File: src/rtl/robo_pkg.sv
// Shared encodings for the wall-following, debris-clearing robot controller:
// FSM state codes, debris classes, hand selection and rotation directions.
package robo_pkg;

    typedef enum logic [2:0] {
        S_IDLE     = 3'd0,
        S_FOLLOW   = 3'd1,
        S_SIDE_ADV = 3'd2,
        S_REMOVE   = 3'd3,
        S_DONE     = 3'd4,
        S_STUCK    = 3'd5
    } state_t;

    typedef logic [1:0] debris_t;

    localparam debris_t DEBRIS_NONE   = 2'd0;
    localparam debris_t DEBRIS_LIGHT  = 2'd1;
    localparam debris_t DEBRIS_MEDIUM = 2'd2;
    localparam debris_t DEBRIS_HEAVY  = 2'd3;

    localparam logic HAND_LEFT  = 1'b0;
    localparam logic HAND_RIGHT = 1'b1;

    localparam logic DIR_CCW = 1'b0;
    localparam logic DIR_CW  = 1'b1;

    // Turning toward the followed wall: left wall is CCW, right wall is CW.
    function automatic logic sideDir(input logic hand);
        return (hand == HAND_RIGHT) ? DIR_CW : DIR_CCW;
    endfunction

endpackage

File: src/rtl/robo_follower_if.sv
// Sensor inputs and motion commands of the robot controller, bundled so the
// environment (master) and the controller (slave) share one connection.
interface robo_follower_if;
    import robo_pkg::*;

    logic       run;
    logic       step_mode;
    logic       step;
    logic       hand_sel;
    logic       head;
    logic       side;
    logic       under;
    logic       barrier;
    debris_t    debris_class;

    logic       avancar;
    logic       girar;
    logic       giro_dir;
    logic       recolher_entulho;
    logic       done;
    logic       stuck;
    logic [2:0] state_o;

    modport master (
        output run, step_mode, step, hand_sel, head, side, under, barrier, debris_class,
        input  avancar, girar, giro_dir, recolher_entulho, done, stuck, state_o
    );

    modport slave (
        input  run, step_mode, step, hand_sel, head, side, under, barrier, debris_class,
        output avancar, girar, giro_dir, recolher_entulho, done, stuck, state_o
    );

endinterface

File: src/rtl/robo_debris_timer.sv
// Removal cycle counter: loads a cycle count, counts down to zero without
// wrapping, and flags zero and last-cycle conditions.
module robo_debris_timer #(
    parameter int CNT_W = 4
) (
    input  logic             clock,
    input  logic             reset,
    input  logic             i_clear,
    input  logic             i_load,
    input  logic [CNT_W-1:0] i_value,
    input  logic             i_dec,
    output logic             o_zero,
    output logic             o_last
);

    logic [CNT_W-1:0] r_count;

    always_ff @(posedge clock or negedge reset) begin
        if (!reset) begin
            r_count <= '0;
        end else if (i_clear) begin
            r_count <= '0;
        end else if (i_load) begin
            r_count <= i_value;
        end else if (i_dec && (r_count != '0)) begin
            r_count <= r_count - 1'b1;
        end
    end

    assign o_zero = (r_count == '0);
    assign o_last = (r_count == CNT_W'(1));

endmodule

File: src/rtl/robo_follower.sv
// Wall-following robot controller: follows the chosen wall, clears debris,
// detects the tube end and gives up after too many turns in place.
module robo_follower
    import robo_pkg::*;
#(
    parameter int LIGHT_CYC = 3,
    parameter int MED_CYC   = 6,
    parameter int HEAVY_CYC = 9,
    parameter int CNT_W     = 4,
    parameter int MAX_TURNS = 4
) (
    input  logic           clock,
    input  logic           reset,
    robo_follower_if.slave bus
);

    localparam int TURN_W = $clog2(MAX_TURNS + 1);

    state_t            r_state;
    state_t            w_nextState;
    logic              r_hand;
    logic              r_leftStart;
    logic [TURN_W-1:0] r_turns;

    logic r_avancar, r_girar, r_giroDir, r_recolher, r_done, r_stuck;
    logic w_avancar, w_girar, w_giroDir, w_recolher;
    logic w_decision, w_clear, w_turnLimit;
    logic w_load, w_dec, w_timerZero, w_timerLast;
    logic [CNT_W-1:0] w_loadValue;

    function automatic logic [CNT_W-1:0] classCycles(input debris_t cls);
        case (cls)
            DEBRIS_NONE, DEBRIS_LIGHT: return CNT_W'(LIGHT_CYC);
            DEBRIS_MEDIUM:             return CNT_W'(MED_CYC);
            DEBRIS_HEAVY:              return CNT_W'(HEAVY_CYC);
            default:                   return CNT_W'(LIGHT_CYC);
        endcase
    endfunction

    assign w_decision  = bus.run && (!bus.step_mode || bus.step);
    assign w_clear     = !bus.run && (r_state != S_DONE) && (r_state != S_STUCK);
    assign w_turnLimit = (r_turns >= TURN_W'(MAX_TURNS));
    assign w_loadValue = classCycles(bus.debris_class);

    robo_debris_timer #(
        .CNT_W(CNT_W)
    ) u_timer (
        .clock  (clock),
        .reset  (reset),
        .i_clear(w_clear),
        .i_load (w_load),
        .i_value(w_loadValue),
        .i_dec  (w_dec),
        .o_zero (w_timerZero),
        .o_last (w_timerLast)
    );

    always_ff @(posedge clock or negedge reset) begin
        if (!reset) begin
            r_state <= S_IDLE;
        end else begin
            r_state <= w_nextState;
        end
    end

    always_comb begin
        w_nextState = r_state;
        case (r_state)
            S_IDLE: begin
                if (bus.run) w_nextState = S_FOLLOW;
            end
            S_FOLLOW: begin
                if (!bus.run) begin
                    w_nextState = S_IDLE;
                end else if (w_decision) begin
                    if (bus.under && r_leftStart)   w_nextState = S_DONE;
                    else if (bus.barrier)           w_nextState = S_REMOVE;
                    else if (!bus.side)             w_nextState = w_turnLimit ? S_STUCK : S_SIDE_ADV;
                    else if (bus.head && w_turnLimit) w_nextState = S_STUCK;
                end
            end
            S_SIDE_ADV: begin
                if (!bus.run)        w_nextState = S_IDLE;
                else if (w_decision) w_nextState = bus.barrier ? S_REMOVE : S_FOLLOW;
            end
            S_REMOVE: begin
                if (!bus.run) begin
                    w_nextState = S_IDLE;
                end else if (w_decision && (!bus.barrier || w_timerLast || w_timerZero)) begin
                    w_nextState = S_FOLLOW;
                end
            end
            default: w_nextState = r_state;
        endcase
    end

    // Commands for the next cycle; a turn at the limit is replaced by STUCK.
    always_comb begin
        w_avancar  = 1'b0;
        w_girar    = 1'b0;
        w_giroDir  = DIR_CCW;
        w_recolher = 1'b0;
        w_load     = 1'b0;
        w_dec      = 1'b0;
        if (w_decision) begin
            case (r_state)
                S_FOLLOW: begin
                    if (!(bus.under && r_leftStart)) begin
                        if (bus.barrier) begin
                            w_recolher = 1'b1;
                            w_load     = 1'b1;
                        end else if (!bus.side) begin
                            if (!w_turnLimit) begin
                                w_girar   = 1'b1;
                                w_giroDir = sideDir(r_hand);
                            end
                        end else if (!bus.head) begin
                            w_avancar = 1'b1;
                        end else if (!w_turnLimit) begin
                            w_girar   = 1'b1;
                            w_giroDir = !sideDir(r_hand);
                        end
                    end
                end
                S_SIDE_ADV: begin
                    if (bus.barrier) begin
                        w_recolher = 1'b1;
                        w_load     = 1'b1;
                    end else if (!bus.head) begin
                        w_avancar = 1'b1;
                    end
                end
                S_REMOVE: begin
                    if (bus.barrier) begin
                        w_dec      = 1'b1;
                        w_recolher = !(w_timerLast || w_timerZero);
                    end
                end
                default: w_avancar = 1'b0;
            endcase
        end
    end

    // Turn count, tube-end arming and hand selection all restart from IDLE.
    always_ff @(posedge clock or negedge reset) begin
        if (!reset) begin
            r_hand      <= HAND_LEFT;
            r_leftStart <= 1'b0;
            r_turns     <= '0;
        end else if ((r_state == S_IDLE) || w_clear) begin
            r_turns     <= '0;
            r_leftStart <= 1'b0;
            if (r_state == S_IDLE) r_hand <= bus.hand_sel;
        end else if (w_avancar) begin
            r_turns     <= '0;
            r_leftStart <= 1'b1;
        end else if (w_girar && !w_turnLimit) begin
            r_turns <= r_turns + 1'b1;
        end
    end

    always_ff @(posedge clock or negedge reset) begin
        if (!reset) begin
            r_avancar  <= 1'b0;
            r_girar    <= 1'b0;
            r_giroDir  <= 1'b0;
            r_recolher <= 1'b0;
            r_done     <= 1'b0;
            r_stuck    <= 1'b0;
        end else begin
            r_avancar  <= w_avancar;
            r_girar    <= w_girar;
            r_giroDir  <= w_giroDir;
            r_recolher <= w_recolher;
            r_done     <= (w_nextState == S_DONE);
            r_stuck    <= (w_nextState == S_STUCK);
        end
    end

    assign bus.avancar          = r_avancar;
    assign bus.girar            = r_girar;
    assign bus.giro_dir         = r_giroDir;
    assign bus.recolher_entulho = r_recolher;
    assign bus.done             = r_done;
    assign bus.stuck            = r_stuck;
    assign bus.state_o          = r_state;

endmodule

File: src/flat_wrapper.sv
// flat-port wrapper written by rule: the top's interface ports become plain ports
module robo_follower_flat import robo_pkg::*;
#(
    parameter int LIGHT_CYC = 3,
    parameter int MED_CYC   = 6,
    parameter int HEAVY_CYC = 9,
    parameter int CNT_W     = 4,
    parameter int MAX_TURNS = 4
)
  (clock, reset, bus_run, bus_step_mode, bus_step, bus_hand_sel, bus_head, bus_side, bus_under, bus_barrier, bus_debris_class, bus_avancar, bus_girar, bus_giro_dir, bus_recolher_entulho, bus_done, bus_stuck, bus_state_o);
  robo_follower_if bus_i ();
  input  logic clock;
  input  logic reset;
  input wire logic [$bits(bus_i.run)-1:0] bus_run;
  input wire logic [$bits(bus_i.step_mode)-1:0] bus_step_mode;
  input wire logic [$bits(bus_i.step)-1:0] bus_step;
  input wire logic [$bits(bus_i.hand_sel)-1:0] bus_hand_sel;
  input wire logic [$bits(bus_i.head)-1:0] bus_head;
  input wire logic [$bits(bus_i.side)-1:0] bus_side;
  input wire logic [$bits(bus_i.under)-1:0] bus_under;
  input wire logic [$bits(bus_i.barrier)-1:0] bus_barrier;
  input wire logic [$bits(bus_i.debris_class)-1:0] bus_debris_class;
  output wire logic [$bits(bus_i.avancar)-1:0] bus_avancar;
  output wire logic [$bits(bus_i.girar)-1:0] bus_girar;
  output wire logic [$bits(bus_i.giro_dir)-1:0] bus_giro_dir;
  output wire logic [$bits(bus_i.recolher_entulho)-1:0] bus_recolher_entulho;
  output wire logic [$bits(bus_i.done)-1:0] bus_done;
  output wire logic [$bits(bus_i.stuck)-1:0] bus_stuck;
  output wire logic [$bits(bus_i.state_o)-1:0] bus_state_o;
  assign bus_i.run = bus_run;
  assign bus_i.step_mode = bus_step_mode;
  assign bus_i.step = bus_step;
  assign bus_i.hand_sel = bus_hand_sel;
  assign bus_i.head = bus_head;
  assign bus_i.side = bus_side;
  assign bus_i.under = bus_under;
  assign bus_i.barrier = bus_barrier;
  assign bus_i.debris_class = bus_debris_class;
  assign bus_avancar = bus_i.avancar;
  assign bus_girar = bus_i.girar;
  assign bus_giro_dir = bus_i.giro_dir;
  assign bus_recolher_entulho = bus_i.recolher_entulho;
  assign bus_done = bus_i.done;
  assign bus_stuck = bus_i.stuck;
  assign bus_state_o = bus_i.state_o;
  robo_follower #(.LIGHT_CYC(LIGHT_CYC), .MED_CYC(MED_CYC), .HEAVY_CYC(HEAVY_CYC), .CNT_W(CNT_W), .MAX_TURNS(MAX_TURNS)) u_core (.clock(clock), .reset(reset), .bus(bus_i));
endmodule
File: config.mk
export PLATFORM = sky130hd
export DESIGN_NAME = robo_follower_flat
export DESIGN_NICKNAME = d
export VERILOG_FILES = /design/src/rtl/robo_pkg.sv /design/src/rtl/robo_follower_if.sv /design/src/rtl/robo_debris_timer.sv /design/src/rtl/robo_follower.sv /design/src/flat_wrapper.sv
export SDC_FILE = /design/constraint.sdc
export NUM_CORES = 1
export LEC_CHECK = 0
export CORE_UTILIZATION = 40
export CTS_CLUSTER_DIAMETER = 120
export CTS_CLUSTER_SIZE = 24
export DETAILED_ROUTE_END_ITERATION = 12
export PLACE_DENSITY = 0.76
export SLEW_MARGIN = 15
export SYNTH_ARGS = -nofsm -noshare
export SYNTH_HDL_FRONTEND = slang
export SYNTH_SLANG_ARGS = --single-unit
File: constraint.sdc
create_clock -name clock -period 3.4 [get_ports clock]
set_input_delay 0.34 -clock clock [delete_from_list [all_inputs] [get_ports clock]]
set_output_delay 0.34 -clock clock [all_outputs]
set_load 0.1 [all_outputs]
==> run summary <==
Clock Root Buffer - clkbuf_4
Row cnt - 18
Combinational share of cell area - 42.3%
Number of flip-flops in the largest register - 4
Int Pwr - 0.377 mW
Synth Cell Area - 1040 sq um
FF-to-FF setup slack - 1.45 ns
Vias in the first global route - 834
Critical Path AT - 2.05 ns
Crit Reg-Reg Endpoint - u_core.r_turns[0]$_DFFE_PN0P_
Core footprint - 2480 sq um
Leakage - 0.568 nW
Final Power - 0.590 mW
Inverters - 6
Total number of vias - 853
CTS tree - done
Largest net degree at the start of global routing - 19
Most Crowded Layer GR - met2
CP Capture Point - bus_state_o[2]
Hold Buf Count CTS - 0
Top cells, area - dfrtp_1, ha_1, nand2_1, nand2b_1, a21oi_1
Crit Reg-Reg Startpoint - u_core.bus.state_o[2]$_DFF_PN0_
Final WL - 2100 um
Peak supply drop - 0.393 mV
Comb pwr share - 35.3%
Crit start category - flop
GR Util All Layers - 17.9%
Worst Setup Path Type - reg -> out
I/O Buffers - 20
DRT antenna net count - 0
Most numerous cell in the Yosys netlist - dfrtp_1
Met1 track demand over resource - 20.2%
Multi-input comb cells - 83
Layout cells sized above 1 - 11.5%
Drt pass-1 iters - 5
WL met2 - 1070 um
Met2 GRT Util - 32.1%
Synth Area in Adders - 6.01%
Crit path launch - u_core.bus.state_o[2]$_DFF_PN0_
Vias/cell - 5.30
Worst path cell trace - clkdlybuf4s50_1
Max FO, Critical Path - 12
Final Max Slew Viols - 0
CLK BUF - 4
Final instance area - 1300 sq um
Critical path buffers and inverters - 1
Global Route met3 Usage - 5.46%
Commonest flop - dfrtp_1
Chip area - 2810 sq um
Basic Gates by Area - 23.9%
XOR Share, Synth - 1.68%
Initial antenna violation count - 0
I/O Pins - 21
Final Setup Violations - 0
Well tap count - 30
N_diodes - 0
DRC violations left - 0
WL met1 - 897 um
Dominant combinational family - simple AND/OR/NAND/NOR gates
FMAX - 0.419 GHz
Power Clock - 0.130 mW
Synth warnings - 0
Die Y - 53.0 um
Setup WS post-layout - 1.01 ns
Post-synth EDFFs - 0
Top Layer Used - met4
Reg2reg path depth - 5
Cell Type Count - 38
CP max-delay cell - clkdlybuf4s50_1
Comb. pwr - 0.208 mW
Area occupied by registers - 450 sq um
Top cell excl fill/tap - clkdlybuf4s50_1
Crit-path leading delay family - buffers and inverters
Power per Cell Area - 453 nW/um^2
Share of power burned in registers - 42.7%
Ys async rst share - 100%
Top-area cell share - 43.3%
Slowest cell delay on critical path - 1.20 ns
Wire per inst - 13.0 um
Cell count in the Yosys report - 109
Max power group - sequential cells
Seq area share - 34.5%
WL met3 - 97 um
Commonest cells post-synth - dfrtp_1, nand2_1, nor2_1
Initial DRC Count - 14
Worst Max-Slew Pin Slew - 0.971 ns
Syn nets - 126
First-pass GRT wire length - 3560 um
Gpl congestion - 0.883
Buffering overhead - 15.4%
RSZ-0062 raised after global routing - false
Die x size - 53.0 um
Biggest register - u_core.u_timer.r_count
Synth Seq Share - 43.3%
Period utilisation layout - 70.2%
Syn_area_per_cell - 9.55 sq um
Clk slew on worst S/H paths - 0.10 ns
Number of H-tree levels - 1
Crit path time final - 2.39 ns
CTS resizes - 0
Worst hold slack - 0.494 ns
Final-layout clock-cell area share - 2.78%
Status - finished, final reports clean
Yosys reg bits - 18
Crit path DRT - 3.06 ns
Dominant class by area - combinational gates
Complex Gates by Area - 18.1%
Grt ovf - 0
Area grow syn2layout - 25.2%
Post-synth top area cell - dfrtp_1
Mux share - 3.25%
Seq group - 0.252 mW
Top Layout Cells - clkdlybuf4s50_1, dfrtp_1, nand2_1, nor2_1, a21oi_1
Switching power - 0.213 mW
Placement-stage cell area - 1270 sq um
Final core occ - 52.6%
Logic area - 552 sq um
Cell count after synthesis - 109
Final Hold Viols - 0
Net count, final - 149
Count of tool warnings - 30
Worst slew margin - 35.0%
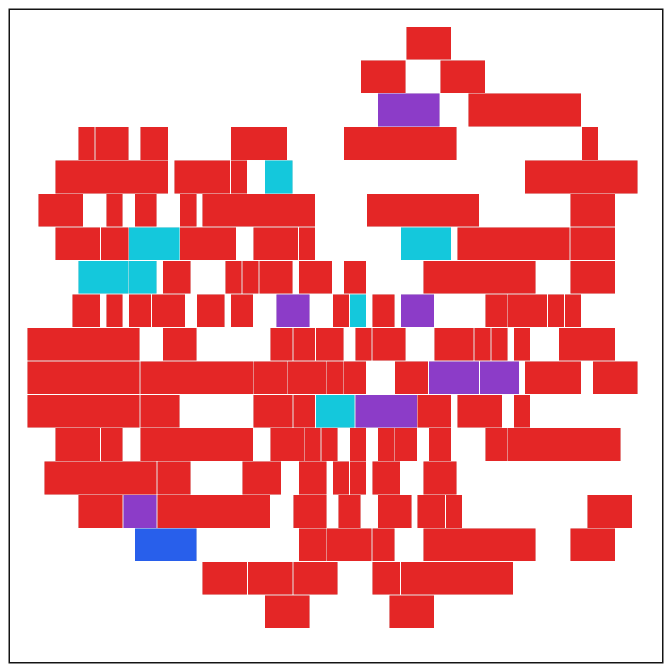
**Above:** sizing map.
Key: x1 and smaller = red [cells 116, share 89%, most used clkdlybuf4s50_1]; x3 and x4 = purple [cells 7, share 5.3%, most used clkbuf_4]; x6 and larger = blue [cells 1, share 0.76%, most used clkbuf_8]; x2 = cyan [cells 7, share 5.3%, most used mux2_2]

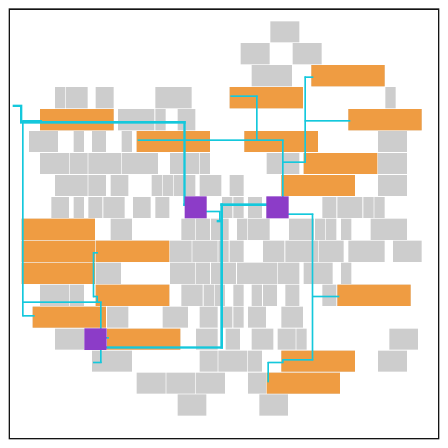
**Above:** clock network drawn from the DEF.
Key: clock wires = cyan [length 223 um]; clock-net drivers = purple [count 3]; flip-flops = orange [count 18]
There are 4 routed clock nets.

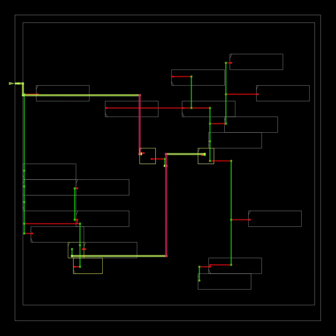
**Above:** clock nets.
Flops: 18
worst clock skew: 0.00823 ns
CTS sink cnt: 18
TritonCTS Buffers: 3
Insertion Delay late pin: 0.30 ns

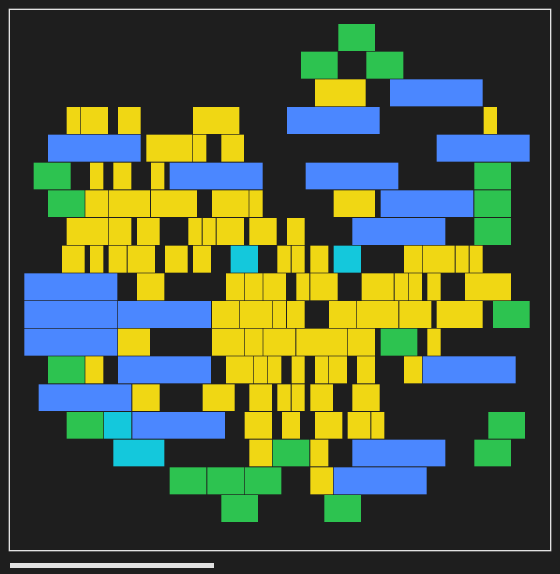
**Above:** cells coloured by class.
Bar = 20 um.
Key: remaining logic cells = yellow [cells 89]; clock drivers and dummy loads = cyan [cells 4]; remaining buffers and delay cells = green [cells 20]; registers = blue [cells 18]

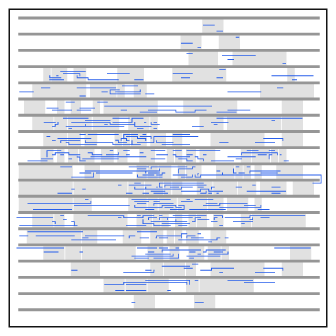
**Above:** met1 routing.
Supply wires on this layer in grey.
The longest straight run is 20.2 um. 133 nets have wire on it. The layer carries 897 um of wire. The layer holds 43% of the routed length.

Power is estimated from default activity; no workload was simulated.
